===== src/rtl/mbox_pkg.sv =====
// Shared types and helpers for the mailbox round-robin request mux.
package mbox_pkg;

  typedef enum logic [1:0] {
    IDLE    = 2'd0,
    BUSY    = 2'd1,
    RESP    = 2'd2,
    RELEASE = 2'd3
  } mbox_state_e;

  // Width of the CPU index driven to the slave side.
  localparam int MBOX_CPU_IDX_W = 32;

  // Index width that stays at least 1 bit for degenerate port counts.
  function automatic int idx_w(input int n);
    return (n > 1) ? $clog2(n) : 1;
  endfunction

endpackage


===== src/rtl/mbox_rr_pick.sv =====
// Round-robin pick: first set request after 'last', wrapping, in one pass.
module mbox_rr_pick
  import mbox_pkg::*;
#(
  parameter  int N_NUMB_CPU = 4,
  localparam int W_IDX      = idx_w(N_NUMB_CPU)
) (
  input  logic [N_NUMB_CPU-1:0] req,
  input  logic [W_IDX-1:0]      last,
  output logic [W_IDX-1:0]      grant,
  output logic                  vld
);

  logic [2*N_NUMB_CPU-1:0] dbl;
  logic [N_NUMB_CPU-1:0]   rot;
  logic [W_IDX:0]          base;
  logic [W_IDX+1:0]        sum;

  assign dbl = {req, req};

  // Rotate the doubled vector so index last+1 lands at bit 0, then take the
  // lowest set bit and map it back into the 0..N-1 range.
  always_comb begin
    base = {1'b0, last} + 1'b1;
    rot  = N_NUMB_CPU'(dbl >> base);
    vld  = 1'b0;
    sum  = '0;
    for (int i = N_NUMB_CPU - 1; i >= 0; i--) begin
      if (rot[i]) begin
        vld = 1'b1;
        sum = (W_IDX+2)'(base) + (W_IDX+2)'(i);
      end
    end
    if (sum >= (W_IDX+2)'(N_NUMB_CPU)) sum = sum - (W_IDX+2)'(N_NUMB_CPU);
    grant = sum[W_IDX-1:0];
  end

endmodule


===== src/rtl/mbox_rr_mux.sv =====
// N-port round-robin request mux in front of the mailbox register slave.
module mbox_rr_mux
  import mbox_pkg::*;
#(
  parameter  int W_WIDTH_SYS = 32,
  parameter  int N_NUMB_CPU  = 4,
  parameter  int T_TIMEOUT   = 255,
  localparam int W_IDX       = idx_w(N_NUMB_CPU)
) (
  input  logic                                   clk,
  input  logic                                   rstn,
  input  logic [N_NUMB_CPU-1:0]                  req_i,
  input  logic [N_NUMB_CPU-1:0][W_WIDTH_SYS-1:0] addr_i,
  input  logic [N_NUMB_CPU-1:0][W_WIDTH_SYS-1:0] data_i,
  input  logic [N_NUMB_CPU-1:0]                  write_i,
  output logic [N_NUMB_CPU-1:0]                  mux_ack_o,
  output logic [N_NUMB_CPU-1:0][W_WIDTH_SYS-1:0] mux_rdata_o,
  output logic [N_NUMB_CPU-1:0]                  mux_err_o,
  output logic                                   mux_req_o,
  output logic [W_WIDTH_SYS-1:0]                 mux_addr_o,
  output logic [W_WIDTH_SYS-1:0]                 mux_data_o,
  output logic                                   mux_write_o,
  output logic [MBOX_CPU_IDX_W-1:0]              mux_numb_cpu_o,
  input  logic                                   slv_ack_i,
  input  logic [W_WIDTH_SYS-1:0]                 slv_rdata_i,
  input  logic                                   slv_err_i
);

  localparam int CNT_W = 16;

  mbox_state_e      state, state_nxt;
  logic [W_IDX-1:0] last, g, pick_g;
  logic             pick_vld;
  logic [CNT_W-1:0] cnt;
  logic             timeout;

  assign timeout        = (cnt == CNT_W'(T_TIMEOUT - 1));
  assign mux_numb_cpu_o = MBOX_CPU_IDX_W'(g);

  mbox_rr_pick #(.N_NUMB_CPU(N_NUMB_CPU)) u_pick (
    .req   (req_i),
    .last  (last),
    .grant (pick_g),
    .vld   (pick_vld)
  );

  // State register; reset also aborts any transaction in flight.
  always_ff @(posedge clk or negedge rstn) begin
    if (!rstn) state <= IDLE;
    else       state <= state_nxt;
  end

  // Next state. Ack beats a dropped request, which beats the timeout.
  always_comb begin
    state_nxt = state;
    case (state)
      IDLE:    if (pick_vld) state_nxt = BUSY;
      BUSY: begin
        if (slv_ack_i)      state_nxt = RESP;
        else if (!req_i[g]) state_nxt = IDLE;
        else if (timeout)   state_nxt = RESP;
      end
      RESP:    state_nxt = req_i[g] ? RELEASE : IDLE;
      RELEASE: if (!req_i[g]) state_nxt = IDLE;
      default: state_nxt = IDLE;
    endcase
  end

  // Grant capture, slave-side drive, response return and timeout counter.
  always_ff @(posedge clk or negedge rstn) begin
    if (!rstn) begin
      last        <= W_IDX'(N_NUMB_CPU - 1);
      g           <= '0;
      cnt         <= '0;
      mux_req_o   <= 1'b0;
      mux_addr_o  <= '0;
      mux_data_o  <= '0;
      mux_write_o <= 1'b0;
      mux_ack_o   <= '0;
      mux_err_o   <= '0;
      mux_rdata_o <= '0;
    end else begin
      mux_ack_o <= '0;
      mux_err_o <= '0;
      case (state)
        IDLE: begin
          cnt <= '0;
          if (pick_vld) begin
            g           <= pick_g;
            last        <= pick_g;
            mux_req_o   <= 1'b1;
            mux_addr_o  <= addr_i[pick_g];
            mux_data_o  <= data_i[pick_g];
            mux_write_o <= write_i[pick_g];
          end
        end
        BUSY: begin
          cnt <= cnt + 1'b1;
          if (slv_ack_i) begin
            mux_req_o    <= 1'b0;
            mux_ack_o[g] <= 1'b1;
            mux_err_o[g] <= slv_err_i;
            if (!mux_write_o) mux_rdata_o[g] <= slv_rdata_i;
          end else if (!req_i[g]) begin
            mux_req_o <= 1'b0;
          end else if (timeout) begin
            mux_req_o    <= 1'b0;
            mux_ack_o[g] <= 1'b1;
            mux_err_o[g] <= 1'b1;
          end
        end
        RESP:    cnt <= '0;
        default: ;
      endcase
    end
  end

endmodule


===== config.mk =====
export PLATFORM = sky130hd
export DESIGN_NAME = mbox_rr_mux
export DESIGN_NICKNAME = d
export VERILOG_FILES = /design/src/rtl/mbox_pkg.sv /design/src/rtl/mbox_rr_pick.sv /design/src/rtl/mbox_rr_mux.sv
export SDC_FILE = /design/constraint.sdc
export NUM_CORES = 1
export LEC_CHECK = 0
export CAP_MARGIN = 20
export CELL_PAD_IN_SITES_DETAIL_PLACEMENT = 2
export CELL_PAD_IN_SITES_GLOBAL_PLACEMENT = 2
export CORE_ASPECT_RATIO = 0.6
export CORE_MARGIN = 4
export CORE_UTILIZATION = 22
export CTS_CLUSTER_SIZE = 28
export DETAILED_ROUTE_END_ITERATION = 10
export GPL_TIMING_DRIVEN = 1
export PLACE_DENSITY_LB_ADDON = 0.1
export SLEW_MARGIN = 30
export SYNTH_ARGS = -nofsm -noshare
export SYNTH_HDL_FRONTEND = slang
export SYNTH_SLANG_ARGS = --single-unit

===== constraint.sdc =====
create_clock -name clk -period 1.8 [get_ports clk]
set_input_delay 0.27 -clock clk [delete_from_list [all_inputs] [get_ports clk]]
set_output_delay 0.27 -clock clk [all_outputs]
set_load 0.01 [all_outputs]

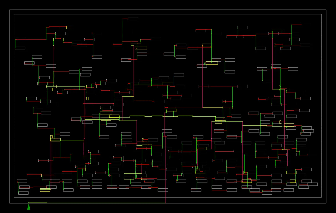
(images/clocks.png)
number of CTS-inserted buffers: 26
clock skew: 0.0142 ns
# clock sinks: 224

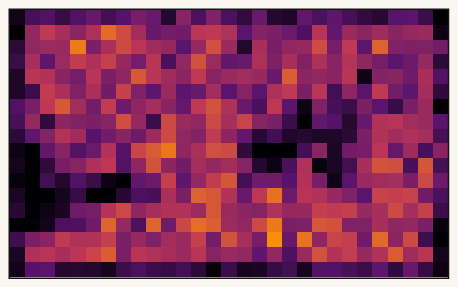
(images/cell_density.png)
Scale: 1.5 px per um. The die is cut into 29 by 18 equal tiles; black is low, pale yellow is high, 0 to 100% covered.
tiles over 75% full: 0.20%
emptiest ninth of the die: south-west
mean over tiles: 33%
fullest tile: 75%
nearly empty tiles: 3.8%

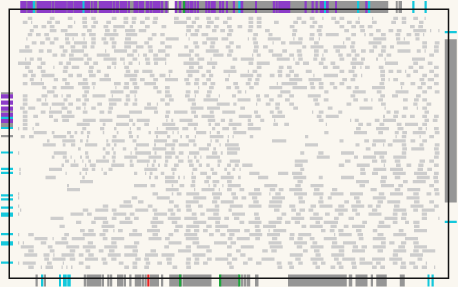
(images/io_placement.png)
Scale: 1.5 px per um. Pins as bars across the die edge, other pins in gray.
| color | port | pins | direction | edge |
|---|---|---|---|---|
| purple | addr_i | 128 | input | 118 north, 10 west |
| green | mux_ack_o | 4 | output | 3 south, 1 north |
| cyan | mux_numb_cpu_o | 32 | output | 14 west, 8 north, 8 south, 2 east |
| red | slv_ack_i | 1 | input | south |
all pins by edge: 266 north, 157 south, 82 east, 29 west

==> impl_metrics.csv <==
group,metric,value,unit
layout,area_growth,70.9,%
pwr,pwr-share-seq,30.3,%
setup_path,path_class,"flop to flop",
setup_path,r2r_slack,-0.29,ns
setup_path,path_cells,"mux2i_2 > o221ai_4 > buf_12 > buf_12 > buf_8 > buf_12 > mux2i_2 > o221ai_1",
synth,syn_area,10600,um2
place,dpl.hpwl,35900,um
cts,post_cts_buffers,12,
global_route,grt_pass1_wl,69500,um
setup_path,reg2reg_depth,8,
run,warning_count,29,
layout,mostFrequentLayoutCell,"clkdlybuf4s50_1",
layout,fin_nets,1676,
place,dpl_cell_area,16600,um2
detailed_routing,routedWlPerCell,23.9,um
timing,setup-violations-final,65,
setup_path,crit_path_start,"last[1]",
layout,lay_top_cells,"441 x clkdlybuf4s50_1, 220 x dfrtp_1, 112 x mux2i_1",
layout,drive_above_1_share,16.9,%
setup_path,critPathMostFrequentCell,"buf_12",
die,fp.dieW,292,um
place,gp_congestion,0.787,
setup_path,slowest_stage,"dfstp_2",
synth,ys_types,39,
layout,nFillCells,4950,
die,fp_util,22.3,%
timing,finalCritPeriodShare,116,%
timing,rsz0062_at_grt,"yes",
timing,finalHoldViolations,0,
pwr,p_leak,8.10,nW
timing,finalMaxSlewViolations,0,
global_route,antenna_found_initial,8,
setup_path,cp.required,2.22,ns
setup_path,arrival,2.51,ns
cts,cts_resized,77,
place,post-place-ws,-0.520,ns
setup_path,slowest_delay,0.58,ns
die,fp.dieH,178,um
synth,avgSynthCellArea,12.9,um2
run_status,violations,"negative setup slack",
pwr,p_int,18.5,mW
detailed_routing,drc_errors,0,
place,io_buffers,503,
detailed_routing,ant_nets,0,
pwr,powerDensity,1570,nW/um2
setup_path,start_kind,"flop",
pwr,p_sw,10.0,mW
run_status,run_status,"finished, violations left",
cts,cts_root_buf,"clkbuf_16",
timing,setup_ws,-0.287,ns
synth,ys.warnings.count,0,
die,core_area,47800,um2
pwr,p_comb_share,50.2,%
timing,layout_min_cycle_time,2.09,ns
pwr,switching_share,35.2,%
pwr,p_clk_share,19.6,%
setup_path,path_max_fanout,7,
setup_path,end_kind,"flop",
cts,clockBufferDepth,3,
detailed_routing,routed_wl,48700,um
detailed_routing,drt_pass1_iterations,4,
synth,seq_area_frac_synth,52.7,%
run,cap_violations,0,
cts,hold_buffers,1,
die,boundaryPins,534,
global_route,grt.overflow.total,0,
die,rows,62,
detailed_routing,vias_per_cell,4.36,
synth,syn_inst,822,
worst_hold_path,hold_path_class,"input pin to async pin",
cts,cts_tree,"done",
setup_path,reg2reg_from,"last[1]",
global_route,track_usage,17.7,%
timing,whs,0.200,ns
layout,stdcell_area,18200,um2
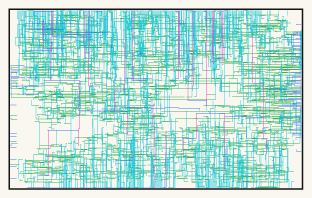
(images/wires.png)
Scale: 1 px per um.
| color | layer | wire length |
|---|---|---|
| magenta | metal 4 | 1440 um |
| blue | metal 3 | 1590 um |
| green | metal 1 | 19800 um |
| cyan | metal 2 | 25.9 mm |

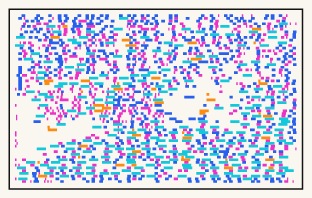
(images/placement_by_type.png)
Scale: 1 px per um.
| color | class | cells |
|---|---|---|
| magenta | combinational and other logic | 541 |
| orange | clock drivers and dummy loads | 48 |
| blue | other buffers and delay cells | 581 |
| cyan | flops | 224 |

## critical path: cells and delay by family (launching register included)
family                 cells  cell delay [ns]
buffers and inverters      4             0.56
flip-flops                 1             0.58
AND-OR/OR-AND              2             0.32
multiplexers               2             0.48
## power by group through the flow
stage,Combinational [mW],Clock (mW),Sequential [mW]
floorplan,5.19,0,9.52
global placement,13.5,0,8.61
detailed placement,13.7,0,8.73
CTS,14.5,5.85,8.67
global route,15.3,6.05,8.93
finish,14.3,5.58,8.63
## worst paths after layout
kind	end
max in group asynchronous	mux_rdata_o[10]
min in group clk	mux_rdata_o[85]
max reg2reg	mux_addr_o[11]
max	mux_addr_o[11]
min	mux_rdata_o[22]
min reg2reg	mux_rdata_o[60]
## cell families (layout without fill, tap and decap cells)
| kind of cell | Yosys count | after routing | synth area share [%] |
|---|---|---|---|
| xor gates and xnor gates | 15 | 15 | 1.24 |
| DFF | 224 | 224 | 52.7 |
| muxes | 263 | 263 | 26.3 |
| AOI/OAI and AO/OA | 82 | 82 | 6.53 |
| and+or+nand+nor | 145 | 145 | 6.35 |
| buffers and inverters | 90 | 633 | 6.60 |
| other | 1 | 39 | 0.0353 |
| adders and majority gates | 2 | 2 | 0.235 |
## registers in the layout, indices dropped and copies added, names as in the netlist
| register | count |
|---|---|
| g | 2 |
| mux_ack_o | 4 |
| mux_addr_o | 32 |
| mux_data_o | 32 |
| cnt | 16 |
| mux_rdata_o | 128 |
| last | 2 |
| mux_req_o | 1 |
| mux_err_o | 4 |
| mux_write_o | 1 |
| state | 2 |
## metrics by stage
step | TNS [ns] | cells | util, % | total power [mW]
final | -10.61 | 2043 | 38.0 | 28.5
after global routing | -17.20 | 2042 | 38.0 | 30.3
after CTS | -12.16 | 2034 | 37.5 | 29.0
after detailed placement | -53.34 | 1965 | 34.7 | 22.4
after global placement | -48.39 | 1965 | 34.7 | 22.1
after floorplan | 0 | 851 | - | 14.7
## area by class of cell
cell class	count	area [um2]	area share, %
Antenna cell	9	22.5	0.124
Clock inverter	10	139	0.764
Multi-Input combinational cell	537	4690	25.8
Clock buffer	38	746	4.10
Sequential cell	224	5610	30.9
Tap cell	640	801	4.41
Inverter	4	15.0	0.0826
Timing Repair Buffer	581	6150	33.8
## per-layer routing
metal	vias up	global-route usage [%]	wire (um)	part of all wire (%)
li1	4034	-	-	-
met2	211	32.4	25900	53
met4	0	5.21	1440	3.0
met3	67	2.87	1590	3.3
met5	-	0	0	0
met1	4591	21.5	19800	41
## Yosys cell counts, drive strengths merged
library cell	count	area share, %
a211o	1	0.082
a211oi	1	0.12
a21oi	7	0.36
a31oi	1	0.059
and2	16	0.94
and2b	1	0.071
and3	1	0.059
and4	2	0.16
buf	58	4.9
bufbuf	4	0.71
clkbuf	24	0.85
conb	1	0.035
dfrtp	222	52
dfstp	2	0.49
ha	2	0.24
inv	4	0.14
mux2	129	14
mux2i	134	13
nand2	81	2.9
nand2b	10	0.59
nand3	4	0.19
nand4	5	0.29
nor2	15	0.53
nor2b	3	0.18
nor3	4	0.19
nor3b	1	0.12
nor4b	1	0.082
nor4bb	1	0.094
o21ai	5	0.24
o21bai	1	0.071
o221ai	66	5.6
xnor2	14	1.2
xor2	1	0.082
Power figures rest on the tool's default switching activity, not on a simulated workload.
